File: config.mk
export PLATFORM = sky130hd
export DESIGN_NAME = frodo_top_seq_flat
export DESIGN_NICKNAME = d
export VERILOG_FILES = /design/src/rtl/frodo_top_seq_if.sv /design/src/rtl/frodo_top_seq.sv /design/src/flat_wrapper.sv
export SDC_FILE = /design/constraint.sdc
export NUM_CORES = 1
export LEC_CHECK = 0
export CAP_MARGIN = 15
export CORE_UTILIZATION = 40
export DETAILED_ROUTE_END_ITERATION = 12
export HOLD_SLACK_MARGIN = 0.1
export SLEW_MARGIN = 20
export SYNTH_ARGS = -nofsm -noshare
export SYNTH_HDL_FRONTEND = slang
export SYNTH_SLANG_ARGS = --single-unit
File: constraint.sdc
create_clock -name clk -period 2.65 [get_ports clk]
set_input_delay 0.265 -clock clk [delete_from_list [all_inputs] [get_ports clk]]
set_output_delay 0.265 -clock clk [all_outputs]
set_load 0.02 [all_outputs]
File: src/rtl/frodo_top_seq_if.sv
// -----------------------------------------------------------------------------
// frodo_top_seq_if
// Run-request / instruction bus between a host and the FrodoKEM sequencer.
//
// Signals:
//   level      host -> seq  security level (00=640, 01=976, 10=1344, 11=invalid)
//   mode_ctrl  host -> seq  operation (00=keygen, 01=encaps, 10=decaps, 11=invalid)
//   start      host -> seq  run request, only looked at while the sequencer is idle
//   inst       seq -> host  current instruction word, zero when nothing is issued
//   inst_valid seq -> host  one-cycle strobe per issued instruction
//   busy       seq -> host  a run is in progress
//   done       seq -> host  one-cycle pulse on successful completion
//   timeout    seq -> host  one-cycle pulse on watchdog abort
//   error      seq -> host  one-cycle pulse when a run request had an invalid selection
//
// Modports:
//   master  host side (drives the run request)
//   slave   sequencer side (drives the instruction stream and status)
// -----------------------------------------------------------------------------
interface frodo_top_seq_if #(
    parameter int unsigned INST_WIDTH = 28
) ();
    logic [1:0]            level;
    logic [1:0]            mode_ctrl;
    logic                  start;
    logic [INST_WIDTH-1:0] inst;
    logic                  inst_valid;
    logic                  busy;
    logic                  done;
    logic                  timeout;
    logic                  error;

    modport master (
        output level,
        output mode_ctrl,
        output start,
        input  inst,
        input  inst_valid,
        input  busy,
        input  done,
        input  timeout,
        input  error
    );

    modport slave (
        input  level,
        input  mode_ctrl,
        input  start,
        output inst,
        output inst_valid,
        output busy,
        output done,
        output timeout,
        output error
    );
endinterface

File: src/rtl/frodo_top_seq.sv
// -----------------------------------------------------------------------------
// frodo_top_seq
// Top-level sequencer for the FrodoKEM accelerator. On an accepted start it picks
// a fixed microprogram from the latched level and mode, issues each instruction
// for one cycle and then waits out that instruction's execution latency before
// issuing the next one. A per-run watchdog aborts the run after TIME cycles.
//
// Ports:
//   clk   single clock, all logic on its rising edge
//   rstn  synchronous, active-low reset
//   bus   frodo_top_seq_if.slave: level, mode_ctrl, start in;
//         inst, inst_valid, busy, done, timeout, error out (all registered)
//
// Parameters:
//   INST_WIDTH  instruction bus width (field layout below assumes 28)
//   ADDR_WIDTH  memory address field width (12 fits the 28-bit layout)
//   TIME        watchdog limit in cycles per run
//
// Instruction layouts:
//   memory  {op[27:25], addr[24:13], length[12:7], port[6:5], 5'b0}
//   compute {op[27:25], A[24:21], B[20:17], C[16:13], m[12:11], 11'b0}
// -----------------------------------------------------------------------------
module frodo_top_seq #(
    parameter int unsigned INST_WIDTH = 28,
    parameter int unsigned ADDR_WIDTH = 12,
    parameter int unsigned TIME       = 10000
) (
    input  logic           clk,
    input  logic           rstn,
    frodo_top_seq_if.slave bus
);

    localparam int unsigned CntW = $clog2(TIME + 1);

    typedef logic [INST_WIDTH-1:0] inst_t;
    // Longest latency is 100 cycles (decode), so 8 bits cover every instruction.
    typedef logic [7:0]            lat_t;

    typedef enum logic [1:0] {
        StIdle,
        StIssue,
        StWait
    } state_e;

    localparam logic [2:0] OpLoad  = 3'b000;
    localparam logic [2:0] OpStore = 3'b001;
    localparam logic [2:0] OpMulAb = 3'b100;
    localparam logic [2:0] OpMulBa = 3'b101;
    localparam logic [2:0] OpCode  = 3'b110;

    localparam logic [1:0] LvlInvalid  = 2'b11;
    localparam logic [1:0] ModeKeygen  = 2'b00;
    localparam logic [1:0] ModeEncaps  = 2'b01;
    localparam logic [1:0] ModeInvalid = 2'b11;

    localparam logic [ADDR_WIDTH-1:0] AddrIn     = ADDR_WIDTH'(12'h000);
    localparam logic [ADDR_WIDTH-1:0] AddrKeygen = ADDR_WIDTH'(12'h100);
    localparam logic [ADDR_WIDTH-1:0] AddrEncaps = ADDR_WIDTH'(12'h200);
    localparam logic [ADDR_WIDTH-1:0] AddrDecaps = ADDR_WIDTH'(12'h300);

    // -------------------------------------------------------------------------
    // Instruction construction
    // -------------------------------------------------------------------------
    function automatic inst_t mem_inst(input logic [2:0]            op,
                                       input logic [ADDR_WIDTH-1:0] addr,
                                       input logic [5:0]            len,
                                       input logic [1:0]            port);
        return inst_t'({op, addr, len, port, 5'b0});
    endfunction

    function automatic inst_t cmp_inst(input logic [2:0] op,
                                       input logic [3:0] a,
                                       input logic [3:0] b,
                                       input logic [3:0] c,
                                       input logic [1:0] m);
        return inst_t'({op, a, b, c, m, 11'b0});
    endfunction

    // Transfer length in 64-word blocks per security level.
    function automatic logic [5:0] blk_len(input logic [1:0] lvl);
        case (lvl)
            2'b00:   return 6'd10;
            2'b01:   return 6'd16;
            default: return 6'd21;
        endcase
    endfunction

    // Index of the final instruction of each program.
    function automatic logic [2:0] prog_last(input logic [1:0] mode);
        case (mode)
            ModeKeygen: return 3'd2;
            ModeEncaps: return 3'd4;
            default:    return 3'd3;
        endcase
    endfunction

    // Fixed microprograms. Invalid selections never reach here because they are
    // rejected at start acceptance; the default arm simply maps to decaps.
    function automatic inst_t prog_word(input logic [1:0] mode,
                                        input logic [1:0] lvl,
                                        input logic [2:0] pc);
        logic [5:0] len;
        inst_t      w;
        len = blk_len(lvl);
        w   = '0;
        case (mode)
            ModeKeygen: begin
                case (pc)
                    3'd0:    w = mem_inst(OpLoad, AddrIn, len, 2'd0);
                    3'd1:    w = cmp_inst(OpMulAb, 4'd1, 4'd2, 4'd3, 2'd0);
                    default: w = mem_inst(OpStore, AddrKeygen, len, 2'd1);
                endcase
            end
            ModeEncaps: begin
                case (pc)
                    3'd0:    w = mem_inst(OpLoad, AddrIn, len, 2'd0);
                    3'd1:    w = cmp_inst(OpMulBa, 4'd0, 4'd3, 4'd1, 2'd0);
                    3'd2:    w = cmp_inst(OpCode, 4'd0, 4'd0, 4'd2, 2'd0);
                    3'd3:    w = cmp_inst(OpMulAb, 4'd1, 4'd2, 4'd3, 2'd0);
                    default: w = mem_inst(OpStore, AddrEncaps, len, 2'd1);
                endcase
            end
            default: begin
                case (pc)
                    3'd0:    w = mem_inst(OpLoad, AddrIn, len, 2'd0);
                    3'd1:    w = cmp_inst(OpMulBa, 4'd0, 4'd3, 4'd1, 2'd0);
                    3'd2:    w = cmp_inst(OpCode, 4'd0, 4'd0, 4'd3, 2'd1);
                    default: w = mem_inst(OpStore, AddrDecaps, len, 2'd1);
                endcase
            end
        endcase
        return w;
    endfunction

    // Execution latency in cycles, counting the issue cycle itself.
    function automatic lat_t lat_of(input logic [2:0] op,
                                    input logic [5:0] len,
                                    input logic [1:0] m,
                                    input logic [1:0] lvl);
        lat_t lat;
        case (op)
            OpLoad, OpStore: lat = lat_t'(len) + lat_t'(2);
            OpMulAb, OpMulBa: begin
                case (lvl)
                    2'b00:   lat = lat_t'(40);
                    2'b01:   lat = lat_t'(61);
                    default: lat = lat_t'(84);
                endcase
            end
            default: lat = (m == 2'b00) ? lat_t'(30) : lat_t'(100);
        endcase
        return lat;
    endfunction

    // -------------------------------------------------------------------------
    // State
    // -------------------------------------------------------------------------
    state_e          state_q;
    logic [1:0]      level_q;
    logic [1:0]      mode_q;
    logic [2:0]      pc_q;
    lat_t            rem_q;      // cycles left in the current instruction, incl. this one
    logic [CntW-1:0] run_cnt_q;  // equals the cycle number within the run
    inst_t           inst_q;
    logic            inst_valid_q;
    logic            busy_q;
    logic            done_q;
    logic            timeout_q;
    logic            error_q;

    // -------------------------------------------------------------------------
    // Next-instruction lookahead
    // -------------------------------------------------------------------------
    inst_t start_word;
    lat_t  start_lat;
    inst_t next_word;
    lat_t  next_lat;
    logic  sel_invalid;
    logic  inst_last_cycle;
    logic  prog_end;
    logic  wd_expire;

    always_comb begin
        start_word = prog_word(bus.mode_ctrl, bus.level, 3'd0);
        start_lat  = lat_of(start_word[27:25], start_word[12:7], start_word[12:11], bus.level);
        next_word  = prog_word(mode_q, level_q, pc_q + 3'd1);
        next_lat   = lat_of(next_word[27:25], next_word[12:7], next_word[12:11], level_q);

        sel_invalid     = (bus.level == LvlInvalid) || (bus.mode_ctrl == ModeInvalid);
        inst_last_cycle = (rem_q == lat_t'(1));
        prog_end        = inst_last_cycle && (pc_q == prog_last(mode_q));
        // Counter reads TIME in the following cycle, which is when timeout shows.
        wd_expire       = (run_cnt_q >= CntW'(TIME - 1));
    end

    // -------------------------------------------------------------------------
    // Sequencer FSM with registered outputs
    // -------------------------------------------------------------------------
    always_ff @(posedge clk) begin
        if (!rstn) begin
            state_q      <= StIdle;
            level_q      <= 2'b00;
            mode_q       <= 2'b00;
            pc_q         <= 3'd0;
            rem_q        <= '0;
            run_cnt_q    <= '0;
            inst_q       <= '0;
            inst_valid_q <= 1'b0;
            busy_q       <= 1'b0;
            done_q       <= 1'b0;
            timeout_q    <= 1'b0;
            error_q      <= 1'b0;
        end else begin
            // Pulses and the instruction bus fall back to idle unless set below.
            inst_q       <= '0;
            inst_valid_q <= 1'b0;
            done_q       <= 1'b0;
            timeout_q    <= 1'b0;
            error_q      <= 1'b0;

            unique case (state_q)
                StIdle: begin
                    if (bus.start) begin
                        level_q <= bus.level;
                        mode_q  <= bus.mode_ctrl;
                        if (sel_invalid) begin
                            error_q <= 1'b1;
                        end else begin
                            pc_q         <= 3'd0;
                            rem_q        <= start_lat;
                            run_cnt_q    <= CntW'(1);
                            inst_q       <= start_word;
                            inst_valid_q <= 1'b1;
                            busy_q       <= 1'b1;
                            state_q      <= StIssue;
                        end
                    end
                end

                StIssue, StWait: begin
                    run_cnt_q <= run_cnt_q + CntW'(1);
                    // Completion takes priority over a coincident watchdog expiry.
                    if (prog_end) begin
                        done_q  <= 1'b1;
                        busy_q  <= 1'b0;
                        state_q <= StIdle;
                    end else if (wd_expire) begin
                        timeout_q <= 1'b1;
                        busy_q    <= 1'b0;
                        state_q   <= StIdle;
                    end else if (inst_last_cycle) begin
                        pc_q         <= pc_q + 3'd1;
                        rem_q        <= next_lat;
                        inst_q       <= next_word;
                        inst_valid_q <= 1'b1;
                        state_q      <= StIssue;
                    end else begin
                        rem_q   <= rem_q - lat_t'(1);
                        state_q <= StWait;
                    end
                end

                default: begin
                    busy_q  <= 1'b0;
                    state_q <= StIdle;
                end
            endcase
        end
    end

    assign bus.inst       = inst_q;
    assign bus.inst_valid = inst_valid_q;
    assign bus.busy       = busy_q;
    assign bus.done       = done_q;
    assign bus.timeout    = timeout_q;
    assign bus.error      = error_q;

endmodule

File: src/flat_wrapper.sv
// flat-port wrapper written by rule: the top's interface ports become plain ports
module frodo_top_seq_flat 
#(
    parameter int unsigned INST_WIDTH = 28,
    parameter int unsigned ADDR_WIDTH = 12,
    parameter int unsigned TIME       = 10000
)
  (clk, rstn, bus_level, bus_mode_ctrl, bus_start, bus_inst, bus_inst_valid, bus_busy, bus_done, bus_timeout, bus_error);
  frodo_top_seq_if #(.INST_WIDTH(INST_WIDTH)) bus_i ();
  input  logic clk;
  input  logic rstn;
  input wire logic [$bits(bus_i.level)-1:0] bus_level;
  input wire logic [$bits(bus_i.mode_ctrl)-1:0] bus_mode_ctrl;
  input wire logic [$bits(bus_i.start)-1:0] bus_start;
  output wire logic [$bits(bus_i.inst)-1:0] bus_inst;
  output wire logic [$bits(bus_i.inst_valid)-1:0] bus_inst_valid;
  output wire logic [$bits(bus_i.busy)-1:0] bus_busy;
  output wire logic [$bits(bus_i.done)-1:0] bus_done;
  output wire logic [$bits(bus_i.timeout)-1:0] bus_timeout;
  output wire logic [$bits(bus_i.error)-1:0] bus_error;
  assign bus_i.level = bus_level;
  assign bus_i.mode_ctrl = bus_mode_ctrl;
  assign bus_i.start = bus_start;
  assign bus_inst = bus_i.inst;
  assign bus_inst_valid = bus_i.inst_valid;
  assign bus_busy = bus_i.busy;
  assign bus_done = bus_i.done;
  assign bus_timeout = bus_i.timeout;
  assign bus_error = bus_i.error;
  frodo_top_seq #(.INST_WIDTH(INST_WIDTH), .ADDR_WIDTH(ADDR_WIDTH), .TIME(TIME)) u_core (.clk(clk), .rstn(rstn), .bus(bus_i));
endmodule
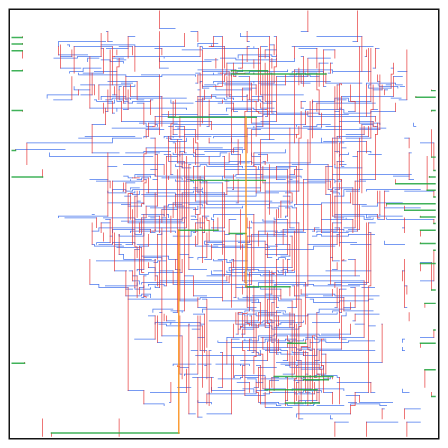
metal_stack.png
| colour | layer | wire length |
|---|---|---|
| red | met2 | 2790 µm |
| blue | met1 | 3400 µm |
| green | met3 | 219 µm |
| orange | met4 | 76.2 µm |
DR vias: 2479
drt total wl: 6480 µm
wire per inst: 13.7 µm
gr usage total: 18.0%

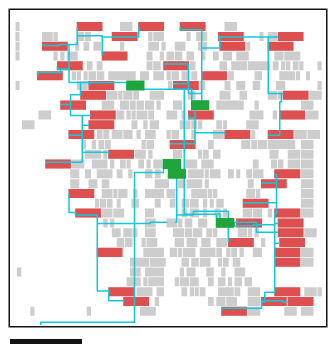
clock_map.png
Bar = 20 µm.
[cyan] clock wires | length: 654 µm
[red] flip-flops | count: 49
[green] cells driving clock nets | count: 5
flops lie: all over the die
routed clock nets: 6
P_clk: 452 µW
clk_lat worst skew: 310 ps
clock skew: 11.9 ps

==> qor.txt <==
Status - completed
DIE AREA - 7670 µm²
Area fraction in full adders, half adders and majority gates - 5.56%
Hold_buf cts - 0
Worst path most repeated cell - inv_1
MI comb area - 1750 µm²
Synth async-reset ratio - 0%
Post-synth top area cell - dfxtp_1
Wl on met1 - 3400 µm
Sw frac - 32.9%
Worst vdd rail ir drop - 275 µV
Count of cell types in the netlist - 69
Rows - 30
Unrepaired setup endpoints after global routing - true
I/O pins - 40
Reg-to-Reg End - u_core.rem_q[4]
CLK BUF - 6
Top power group - sequential cells
Top reg by flops - u_core.run_cnt_q
Comb. pwr - 430 µW
Design area - 3360 µm²
Nets - 397
Hold/Removal Path Class - register to register
Resized Gates After CTS - 0
Non-Clock Inverter Count - 15
Synthesized cell area - 2930 µm²
PnR Total Power - 1.70 mW
Fp util - 42.2%
GR Util met2 - 28.0%
Synth Register Bits - 49
Sequential cell count - 49
Tool warnings - 36
Layout cells sized above 1 - 11.6%
Max FFs per register - 14
Dominant comb cell - simple AND/OR/NAND/NOR gates
H-tree depth - 2
Internal power - 1.14 mW
Commonest flop - dfxtp_1
Most common logic cells in the final layout - dfxtp_1, nor2_1, nand2_1
Crit path depth - 12
IO buf count - 26
Sequential share of cell area - 29.2%
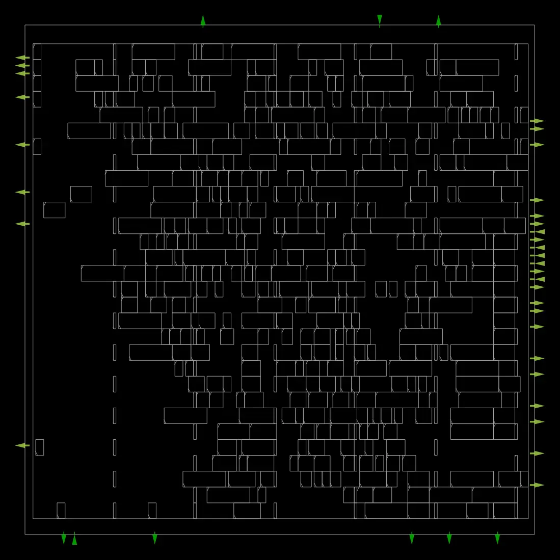
final_placement.png
non-filler instance count after layout: 474
Fillers: 700
fin util: 48.4%
TAP cells: 96

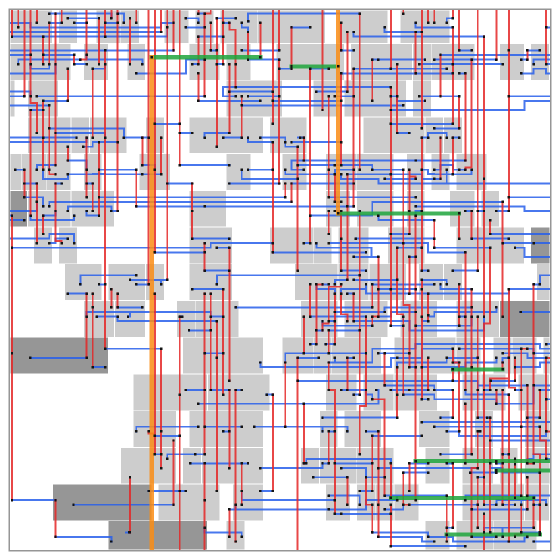
zoom.png
Window x 24 to 64, y 6 to 46 µm. Cells in grey, sequential cells in the stronger grey; small squares are vias.
| colour | layer |
|---|---|
| green | met3 |
| orange | met4 |
| red | met2 |
| blue | met1 |
sequential cells in the window: 4
netlist names of flops here include: u_core.pc_q (3), u_core.mode_q (1)
most frequent: nor2_1 (15), nand2_1 (10)
cells with their middle in the window: 129

No activity file was given, so power comes from the tool's default toggle rates.
